Fig. 1: signal wires on met1
Drawn at 4 px/micron.
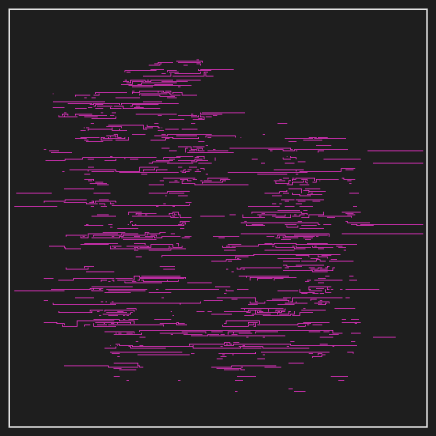
Fig. 2: track usage over the die
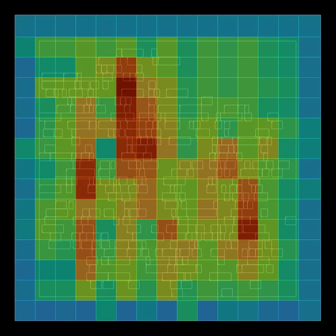
Fig. 3: cells colored by class
Drawn at 4 px/micron.
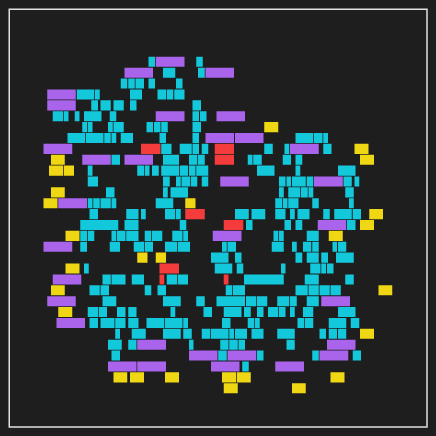
Fig. 4: a small window of the routed layout
Region (14, 66) to (39, 91) microns. Cells in gray, sequential cells in the stronger gray; small squares are vias.
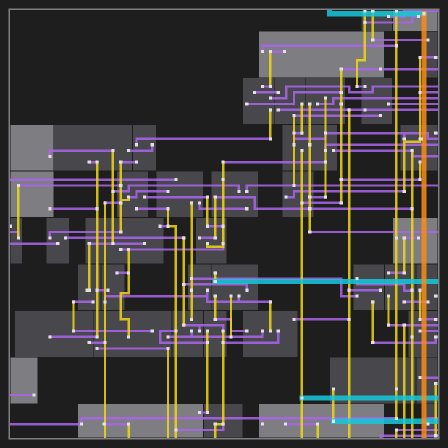
==> config.mk <==
export PLATFORM = sky130hd
export DESIGN_NAME = coin_classifier_flat
export DESIGN_NICKNAME = d
export VERILOG_FILES = /design/src/rtl/coin_classifier_pkg.sv /design/src/rtl/coin_classifier_if.sv /design/src/rtl/coin_classifier_credit.sv /design/src/rtl/coin_classifier.sv /design/src/flat_wrapper.sv
export SDC_FILE = /design/constraint.sdc
export NUM_CORES = 1
export LEC_CHECK = 0
export CORE_MARGIN = 8
export CORE_UTILIZATION = 30
export CTS_CLUSTER_SIZE = 28
export DETAILED_ROUTE_END_ITERATION = 7
export PLACE_DENSITY = 0.45
export SYNTH_ARGS = -nofsm -noshare
export SYNTH_HDL_FRONTEND = slang
export SYNTH_HIERARCHICAL = 1
export SYNTH_SLANG_ARGS = --single-unit
==> constraint.sdc <==
create_clock -name clk -period 4.6 [get_ports clk]
set_input_delay 0.46 -clock clk [delete_from_list [all_inputs] [get_ports clk]]
set_output_delay 0.46 -clock clk [all_outputs]
set_load 0.01 [all_outputs]
==> results.yml <==
# implementation run metrics
final_timing:
  hold_viol: 0
  setup_tns_ns: 0
  max_freq_mhz: 248
  rsz0062_at_grt: "false"
synth:
  yosys_area_sq_um: 2330
  synth_area_sq_um: 2330
  ys_seq_frac: 0.275
  yosys-top-cells-count: "dfxtp_1 (32), a21oi_1 (29), ha_1 (23), nor2b_1 (20)"
  edf_count: 0
  ff_type: "dfxtp_1"
  postSynthAreaPerCell_sq_um: 8.34
  yosys.cell_types.count: 53
cts:
  cts_root_buf: "clkbuf_8"
  postCtsSetupBuffers: 0
  clkTransAtPathRegs_ns: 0.07
  cts-buffers-inserted: 5
  clockBufferDepth: 2
  cts_tree: "done"
  htree_levels: 2
grt:
  use_met3: 0.0273
  grt_util_met2: 0.185
  grt_max_degree: 30
  grt_pass1_vias: 2103
  antenna_found_initial: 0
worst_setup_path:
  reg2reg_slack_ns: 0.57
  end_kind: "flip-flop"
  worstPathArrival_ns: 4.17
route:
  via_per_inst: 5.09
  drtAntennaViolNets: 0
cells_and_area:
  instances_no_fill: 411
  largest_reg_flops: 12
  lay_top_count: "dfxtp_1"
pwr:
  max-vdd-ir-drop_mv: 0.0981
  switchingPower_w: 0.000121
  power.density_nw_per_um2: 190
floorplan:
  pin_count: 25
outcome:
  status: "completed"
placement:
  gp_congestion: 0.735
-- Fig. 1 (at the start) --
305 nets have wire on it. The longest straight run is 48.3 microns.
total number of vias: 2094
GR Layer Usage met1: 0.136
Post-Route WL: 5.94 mm

-- Fig. 2 (at the start) --
GRT Total Usage: 0.111
Final Util: 0.365
routed len/inst: 14.4 microns
grt peak-use layer: met2

-- Fig. 3 (at the start) --
Cyan is all other logic, cells 241. Yellow is other buffers and delay cells, cells 28. Red is clock drivers and dummy loads, cells 8. Purple is flip-flops, cells 32.
Rows: 32
sequential share of cell area: 0.230
design area: 2780 sq um
area of the core: 7610 sq um

-- Fig. 4 (at the start) --
Orange is met4. Yellow is met2. Cyan is met3. Purple is met1.
Sequential cells in the window: 3. Most frequent: a21oi_1 (5), ha_1 (4). 34 logic cells have their middle in the window.

kinds of logic (layout without fill, tap and decap cells):
family	count (synthesis)	count (layout)	synth area share
fa+ha+maj	24	24	0.132
mux	1	1	0.00430
other cells	1	5	0.00161
flops	32	32	0.275
buf+inv	19	45	0.0360
xor+xnor	6	6	0.0226
simple gates	113	113	0.274
compound gates	83	83	0.254
layout make-up:
cell class | instances | area (sq um)
flip-flops and latches | 32 | 641
repair buffers | 28 | 270
well taps | 102 | 128
clock buffers | 8 | 90.1
multi-input cells | 232 | 1620
inverters | 9 | 33.8
fillers | 820 | 4830
worst max-delay path: stages, from the launching register on:
cell	delay [ns]
dfxtp_1	0.52
inv_1	0.10
ha_1	0.20
o21a_1	0.19
o21a_1	0.24
o21ai_0	0.32
ha_1	0.29
and2_1	0.16
ha_1	0.20
fa_1	0.42
a211oi_1	0.26
o21a_2	0.23
a2111oi_4	0.12
nor2_1	0.45
a41oi_1	0.17
stage by stage:
stage	total power [W]	setup slack, ns	hold slack [ns]
2_1_floorplan	0.000302	0.918	0.479
3_5_place_dp	0.000312	0.563	0.474
5_1_grt	0.000556	0.281	0.501
3_3_place_gp	0.000312	0.687	0.458
6_report	0.000529	0.568	0.477
4_1_cts	0.000543	0.549	0.488
power groups by stage:
| stage | sequential (W) | clock [W] | combinational (W) |
|---|---|---|---|
| CTS | 0.000279 | 0.000237 | 0.0000257 |
| global placement | 0.000286 | 0 | 0.0000261 |
| floorplan | 0.000286 | 0 | 0.0000159 |
| global route | 0.000280 | 0.000247 | 0.0000288 |
| finish | 0.000280 | 0.000224 | 0.0000257 |
| detailed placement | 0.000286 | 0 | 0.0000256 |
per-layer routing:
metal,wire length (microns),vias to the layer above
met5,0,-
met4,65,0
met3,217,6
met2,2720,34
met1,2940,961
li1,-,1093
Power is estimated from default activity; no workload was simulated.
